File: src/rtl/mem_arbiter_pkg.sv
// Shared memory-bus types for the port arbiter: request/response bundles,
// the mask and command encodings, the in-order tag entry, and the load
// extraction helper used on the response path.
package mem_arbiter_pkg;

  typedef enum logic [1:0] {
    M_X   = 2'd0,
    M_XRD = 2'd1,
    M_XWR = 2'd2
  } MemoryWriteSignal;

  typedef enum logic [2:0] {
    MT_X  = 3'd0,
    MT_B  = 3'd1,
    MT_H  = 3'd2,
    MT_W  = 3'd3,
    MT_BU = 3'd4,
    MT_HU = 3'd5
  } MemoryMaskType;

  typedef struct packed {
    logic [31:0]      addr;
    logic [31:0]      data;
    MemoryWriteSignal fcn;
    MemoryMaskType    typ;
  } MemoryRequest;

  typedef struct packed {
    logic [31:0] data;
  } MemoryResponse;

  // Everything needed to route and post-process one downstream response.
  // The port field is sized for the largest supported port count (8).
  typedef struct packed {
    logic [2:0]       port;
    MemoryMaskType    typ;
    logic [1:0]       addr_lo;
    MemoryWriteSignal fcn;
  } TagEntry;

  // Select the addressed byte/half of a returned word and extend it.
  // Writes and MT_X carry no load data and return zero.
  function automatic logic [31:0] extract_load(input logic [31:0]      word,
                                               input MemoryMaskType    typ,
                                               input logic [1:0]       addr_lo,
                                               input MemoryWriteSignal fcn);
    logic [7:0]  b;
    logic [15:0] h;
    b = word[{addr_lo, 3'b000} +: 8];
    h = addr_lo[1] ? word[31:16] : word[15:0];
    extract_load = '0;
    if (fcn != M_XWR) begin
      case (typ)
        MT_B:    extract_load = {{24{b[7]}}, b};
        MT_BU:   extract_load = {24'd0, b};
        MT_H:    extract_load = {{16{h[15]}}, h};
        MT_HU:   extract_load = {16'd0, h};
        MT_W:    extract_load = word;
        default: extract_load = '0;
      endcase
    end
  endfunction

endpackage

File: src/rtl/mem_arbiter_fifo.sv
// First-word-fall-through synchronous FIFO with occupancy outputs.
// Used for the per-port request queues and the in-order tag queue.
module sync_fifo #(
  parameter int WIDTH = 8,
  parameter int DEPTH = 2,
  localparam int PW = (DEPTH > 1) ? $clog2(DEPTH) : 1,
  localparam int CW = $clog2(DEPTH + 1)
) (
  input  logic             clk,
  input  logic             reset_n,
  input  logic             push,
  input  logic [WIDTH-1:0] push_data,
  input  logic             pop,
  output logic [WIDTH-1:0] pop_data,
  output logic [CW-1:0]    count,
  output logic             full,
  output logic             empty
);

  logic [WIDTH-1:0] mem [DEPTH];
  logic [PW-1:0]    wr_ptr;
  logic [PW-1:0]    rd_ptr;
  logic             do_push;
  logic             do_pop;

  // Pointers wrap explicitly so non-power-of-two and single-entry depths work.
  function automatic logic [PW-1:0] next_ptr(input logic [PW-1:0] p);
    return (int'(p) == DEPTH - 1) ? '0 : p + 1'b1;
  endfunction

  assign full     = (count == CW'(DEPTH));
  assign empty    = (count == '0);
  assign do_push  = push && !full;
  assign do_pop   = pop && !empty;
  assign pop_data = mem[rd_ptr];

  // Storage array: data only, never reset.
  always_ff @(posedge clk) begin
    if (do_push) mem[wr_ptr] <= push_data;
  end

  // Pointer and occupancy bookkeeping.
  always_ff @(posedge clk or negedge reset_n) begin
    if (!reset_n) begin
      wr_ptr <= '0;
      rd_ptr <= '0;
      count  <= '0;
    end else begin
      if (do_push) wr_ptr <= next_ptr(wr_ptr);
      if (do_pop)  rd_ptr <= next_ptr(rd_ptr);
      count <= count + CW'(do_push) - CW'(do_pop);
    end
  end

endmodule

File: src/rtl/mem_arbiter.sv
// Multi-port memory arbiter: per-port request queues, round-robin grant onto
// a single downstream request channel with an outstanding-request limit, and
// in-order response routing with byte/half extraction.
module mem_arbiter
  import mem_arbiter_pkg::*;
#(
  parameter int NUM_PORTS       = 2,
  parameter int QUEUE_DEPTH     = 2,
  parameter int MAX_OUTSTANDING = 4
) (
  input  logic                 clk,
  input  logic                 reset_n,
  input  logic [NUM_PORTS-1:0] port_req_valid,
  input  MemoryRequest         port_req [NUM_PORTS],
  output logic [NUM_PORTS-1:0] port_req_ready,
  output logic [NUM_PORTS-1:0] port_res_valid,
  output MemoryResponse        port_res [NUM_PORTS],
  output logic                 mem_req_valid,
  output MemoryRequest         mem_req,
  input  logic                 mem_req_ready,
  input  logic                 mem_res_valid,
  input  MemoryResponse        mem_res,
  output logic                 err_orphan_res
);

  localparam int PW  = $clog2(NUM_PORTS);
  localparam int QCW = $clog2(QUEUE_DEPTH + 1);
  localparam int TCW = $clog2(MAX_OUTSTANDING + 1);

  logic                 ready_en;
  logic [NUM_PORTS-1:0] q_push;
  logic [NUM_PORTS-1:0] q_pop;
  logic [NUM_PORTS-1:0] q_full;
  logic [NUM_PORTS-1:0] q_empty;
  MemoryRequest         q_head [NUM_PORTS];
  logic [QCW-1:0]       unused_q_count [NUM_PORTS];

  logic [PW-1:0]        last_grant;
  logic [PW-1:0]        rr_sel;
  logic [PW-1:0]        cand;
  logic                 rr_found;
  logic                 hold;
  logic [PW-1:0]        hold_port;
  logic [PW-1:0]        sel;
  logic                 issue;

  TagEntry              tag_in;
  TagEntry              tag_head;
  logic                 tag_push;
  logic                 tag_pop;
  logic                 tag_full;
  logic                 tag_empty;
  logic [TCW-1:0]       outstanding;

  logic [31:0]          res_data;
  logic [NUM_PORTS-1:0] res_strobe;

  // Per-port request queues; ready is held low through reset and while full.
  genvar gi;
  generate
    for (gi = 0; gi < NUM_PORTS; gi++) begin : gen_port
      assign port_req_ready[gi] = ready_en & ~q_full[gi];
      assign q_push[gi]         = port_req_valid[gi] & port_req_ready[gi];
      assign q_pop[gi]          = issue && (sel == PW'(gi));
      assign port_res[gi].data  = res_data;

      sync_fifo #(
        .WIDTH ($bits(MemoryRequest)),
        .DEPTH (QUEUE_DEPTH)
      ) u_queue (
        .clk       (clk),
        .reset_n   (reset_n),
        .push      (q_push[gi]),
        .push_data (port_req[gi]),
        .pop       (q_pop[gi]),
        .pop_data  (q_head[gi]),
        .count     (unused_q_count[gi]),
        .full      (q_full[gi]),
        .empty     (q_empty[gi])
      );
    end
  endgenerate

  // Round-robin search over non-empty queues starting after the last grant.
  always_comb begin
    rr_sel   = last_grant;
    rr_found = 1'b0;
    cand     = '0;
    for (int k = 1; k <= NUM_PORTS; k++) begin
      cand = PW'((int'(last_grant) + k) % NUM_PORTS);
      if (!rr_found && !q_empty[cand]) begin
        rr_sel   = cand;
        rr_found = 1'b1;
      end
    end
  end

  // A stalled offer stays locked on its port so mem_req cannot change
  // under a higher-priority arrival; the limit check uses the count
  // before any same-cycle retire.
  assign sel           = hold ? hold_port : rr_sel;
  assign mem_req_valid = !q_empty[sel] && (outstanding != TCW'(MAX_OUTSTANDING));
  assign mem_req       = mem_req_valid ? q_head[sel] : '0;
  assign issue         = mem_req_valid && mem_req_ready;

  // Grant pointer, stall lock and post-reset ready enable.
  always_ff @(posedge clk or negedge reset_n) begin
    if (!reset_n) begin
      last_grant <= PW'(NUM_PORTS - 1);
      hold       <= 1'b0;
      hold_port  <= '0;
      ready_en   <= 1'b0;
    end else begin
      ready_en  <= 1'b1;
      hold      <= mem_req_valid && !mem_req_ready;
      hold_port <= sel;
      if (issue) last_grant <= sel;
    end
  end

  // Tag captured on each downstream handshake, in issue order.
  always_comb begin
    tag_in         = '0;
    tag_in.port    = 3'(sel);
    tag_in.typ     = mem_req.typ;
    tag_in.addr_lo = mem_req.addr[1:0];
    tag_in.fcn     = mem_req.fcn;
  end

  assign tag_push = issue && !tag_full;
  assign tag_pop  = mem_res_valid && !tag_empty;

  sync_fifo #(
    .WIDTH ($bits(TagEntry)),
    .DEPTH (MAX_OUTSTANDING)
  ) u_tags (
    .clk       (clk),
    .reset_n   (reset_n),
    .push      (tag_push),
    .push_data (tag_in),
    .pop       (tag_pop),
    .pop_data  (tag_head),
    .count     (outstanding),
    .full      (tag_full),
    .empty     (tag_empty)
  );

  // Registered response routing and the sticky orphan-response flag.
  always_ff @(posedge clk or negedge reset_n) begin
    if (!reset_n) begin
      res_strobe     <= '0;
      res_data       <= '0;
      err_orphan_res <= 1'b0;
    end else begin
      res_strobe <= '0;
      if (mem_res_valid) begin
        if (tag_empty) begin
          err_orphan_res <= 1'b1;
        end else begin
          for (int i = 0; i < NUM_PORTS; i++) begin
            res_strobe[i] <= (tag_head.port == 3'(i));
          end
          res_data <= extract_load(mem_res.data, tag_head.typ,
                                   tag_head.addr_lo, tag_head.fcn);
        end
      end
    end
  end

  assign port_res_valid = res_strobe;

endmodule

File: config.mk
export PLATFORM = sky130hd
export DESIGN_NAME = mem_arbiter
export DESIGN_NICKNAME = d
export VERILOG_FILES = /design/src/rtl/mem_arbiter_pkg.sv /design/src/rtl/mem_arbiter_fifo.sv /design/src/rtl/mem_arbiter.sv
export SDC_FILE = /design/constraint.sdc
export NUM_CORES = 1
export LEC_CHECK = 0
export CAP_MARGIN = 10
export CORE_MARGIN = 10
export CORE_UTILIZATION = 55
export CTS_CLUSTER_DIAMETER = 100
export DETAILED_ROUTE_END_ITERATION = 12
export PLACE_DENSITY = 0.9
export SLEW_MARGIN = 20
export SYNTH_ARGS = -nofsm -noshare
export SYNTH_HDL_FRONTEND = slang
export SYNTH_HIERARCHICAL = 1
export SYNTH_SLANG_ARGS = --single-unit
File: constraint.sdc
create_clock -name clk -period 10.01 [get_ports clk]
set_input_delay 2.002 -clock clk [delete_from_list [all_inputs] [get_ports clk]]
set_output_delay 2.002 -clock clk [all_outputs]
set_load 0.1 [all_outputs]
### Clock network drawn from the DEF, run 1

Drawn at 3 px/µm.
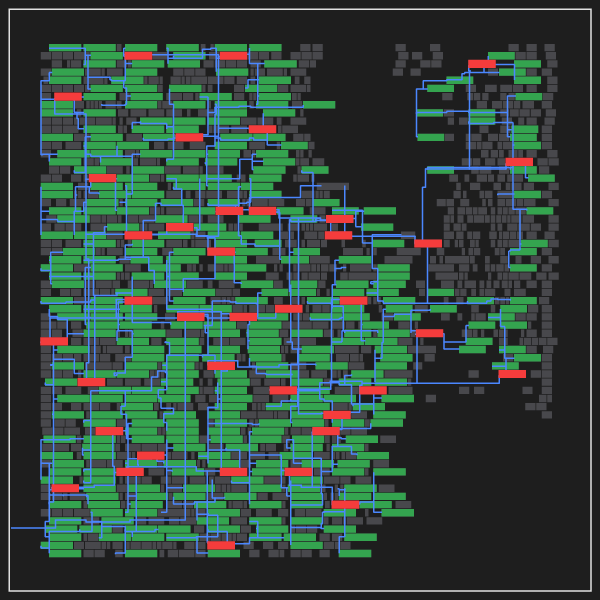
[red] clock drivers | count: 38
[blue] clock wires | length: 4300 µm
[green] flip-flops | count: 370
routed clock nets: 39

### M2 wires, run 1

Drawn at 2 px/µm. Cells faint in the background.
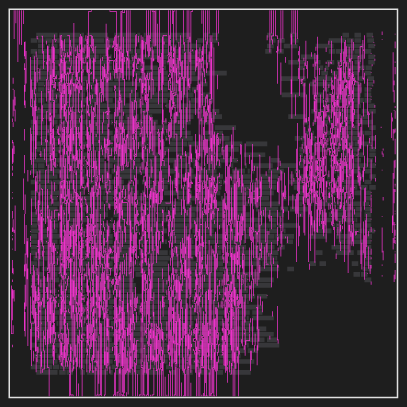
main direction: vertical
share of all routed wire: 50%
met2 Resource Use GR: 39.49%
vias post-DR: 10520
Routed WL: 46000 µm

### Cell classes on the final placement, run 1

Drawn at 2 px/µm. Fill, decap, tap and diode cells in gray.
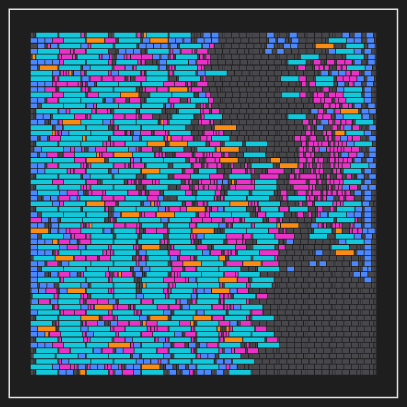
[orange] clock drivers and dummy loads | cells: 67
[blue] remaining buffers and delay cells | cells: 323
[magenta] combinational and other logic | cells: 615
[cyan] sequential cells | cells: 370

### Pin map, run 1

Drawn at 1.5 px/µm. Pins as bars across the die edge, other pins in gray.
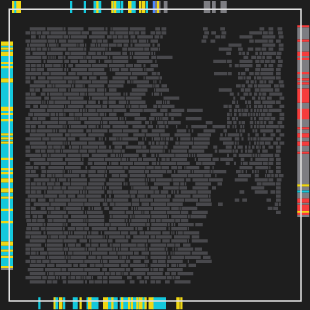
[cyan] port_req | pins: 138 | direction: input | edge: 80 left, 40 bottom, 17 top, 1 right
[red] mem_res | pins: 32 | direction: input | edge: right
[yellow] mem_req | pins: 69 | direction: output | edge: 31 left, 23 bottom, 13 top, 2 right
[blue] mem_req_ready | pins: 1 | direction: input | edge: top
all pins by edge: 112 left, 94 right, 63 bottom, 46 top

==> reports/results.txt, run 1 <==
status - complete, no violations
RSZ-0062 raised after global routing - false
Placer Congestion - 0.8278
Final Hold Fails - 0
max reg flops - 276
final std cells w/o fill - 1772
Inserted Clock Buffers - 38
NumNets Final - 1536
post-route cell area - 20770 µm²
Hold Buf Count CTS - 0
crit path DAT - 4.22 ns
die area - 37410 µm²
Largest delay share family, worst path - buffers and inverters
worst r2r src - gen_port[0].u_queue/count[1]
max incr delay on CP - 1.26 ns
setup violators final - 0
CP Depth - 7
Yosys Instances - 1070
clk root buf - clkbuf_16
cells resized by post-CTS repair - 0
most common cell in the synthesized netlist - edfxtp_1
Synth Area in Compound Gates - 6.513%
share of layout cells above drive strength 1 - 17.82%
## run 1: final cells by class
class	instances	area [µm²]
Antenna cell	7	17.52
Clock buffer	46	1001
Clock inverter	21	188.9
Fill cell	1739	8871
Inverter	16	60.06
Multi-Input combinational cell	599	4957
Sequential cell	370	10850
Tap cell	390	488.0
Timing Repair Buffer	323	3206
## run 1: metal layers
metal	wire, µm	track usage [%]
met2	23020	39.49
met3	4965	6.967
met5	31	0
met4	1284	7.010
met1	16700	28.28
==> run 2, diff against run 1 <==
CORE_UTILIZATION = 47   (was 55)
PLACE_DENSITY = 0.82   (was 0.9)
clock period = 5.3 ns   (was 10.01 ns; I/O delays follow)
==> run 2 against run 1 <==
Net effect: synthesized cell count is the same; final cell count grew 3.7%; core utilization shrank 10 points; sequential share of layout area is essentially flat; wire length shrank 11%; largest cell class unchanged; register-to-register slack lost 4.6 ns; count of clock-buffer cells in the layout shrank 3; die size grew 15%; setup slack lost 2.8 ns.
==> reports/results.txt, run 2 <==
most common cell in the synthesized netlist - edfxtp_1
Synth Area in Compound Gates - 6.513%
flip-flops with a built-in enable - 316
GR peak layer - met2
most used logic cell in the final layout - edfxtp_1
die area - 43100 µm²
share of layout cells above drive strength 1 - 22.99%
cell count after placement - 1765
max incr delay on CP - 0.70 ns
DRT iter0 DRCs - 710
Routed WL - 41020 µm
CTS H-tree depth - 2
Top non-seq family - multiplexers
met2 Resource Use GR - 30.48%
NumNets Final - 1538
final std cells w/o fill - 1837
drt drc - 0
Placer Congestion - 0.8483
CP Depth - 8
Regs by FF count - gen_port.u_queue/mem x276, u_tags/mem x40, res_data x32
clk root buf - clkbuf_16
vias post-DR - 9979
Final Hold Fails - 0
Yosys Instances - 1070
Hold Buf Count CTS - 0
crit path DAT - 3.28 ns
setup violators final - 0
Crit Reg-Reg Endpoint - res_data[3]
post-route cell area - 20780 µm²
dominant cell type by area after synthesis - edfxtp_1
met3 Usage GRT - 6.318%
pre-CTS WS - 1.512 ns
Post-Synthesis Cells - 1070
FMAX - 230.6 MHz
GR Util met1 - 22.35%
total iterations of the first detailed-routing run - 5
status - complete, no violations
max reg flops - 276
RSZ-0062 raised after global routing - false
cells resized by post-CTS repair - 0
Largest delay share family, worst path - buffers and inverters
worst r2r src - u_tags/rd_ptr[0]
-- run 2: area by class of cell --
type                       count  area, µm²
tap                          455      569.3
inverter                      16      60.06
multi-input combinational    599       4957
fill                        2569      13840
clock inverter                26      236.5
clock buffer                  43      969.7
timing repair buffer         325       3136
antenna                        3      7.507
sequential                   370      10850
-- run 2: worst register-to-register path, stage by stage, from the launching register on --
cell and delay [ns]:
dfrtp_1 0.78, mux4_2 0.90, nand2b_1 0.49, nor2_1 0.08, nor3_1 0.64, o21ai_0 0.28
a22o_1 0.25
-- run 2: metal layers --
metal	routed length [µm]	vias to the layer above
met4	898	14
met1	16240	4933
met3	3791	74
li1	-	4497
met5	82	-
met2	20000	461
### Clock routing, run 2

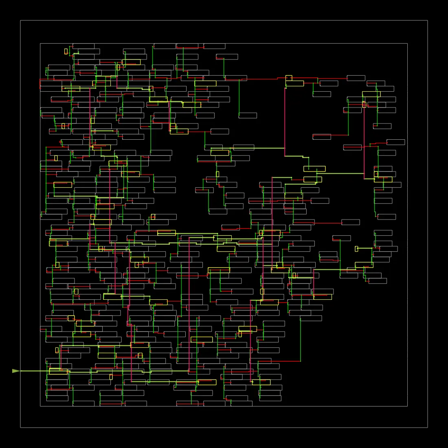
flip-flops: 370
clk latency late pin: 0.54 ns
Inserted Clock Buffers: 38

### Pin map, run 2

Drawn at 1.5 px/µm. Pins as bars across the die edge, other pins in gray.
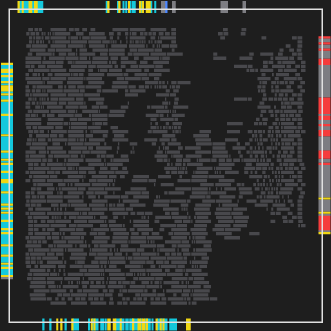
[blue] mem_req_ready | pins: 1 | direction: input | edge: top
[red] mem_res | pins: 32 | direction: input | edge: right
[yellow] mem_req | pins: 69 | direction: output | edge: 30 left, 22 bottom, 14 top, 3 right
[cyan] port_req | pins: 138 | direction: input | edge: 75 left, 41 bottom, 22 top
all pins by edge: 106 left, 97 right, 63 bottom, 49 top
Die Y: 207.6 µm
Die Wd: 207.6 µm
IO buf count: 314

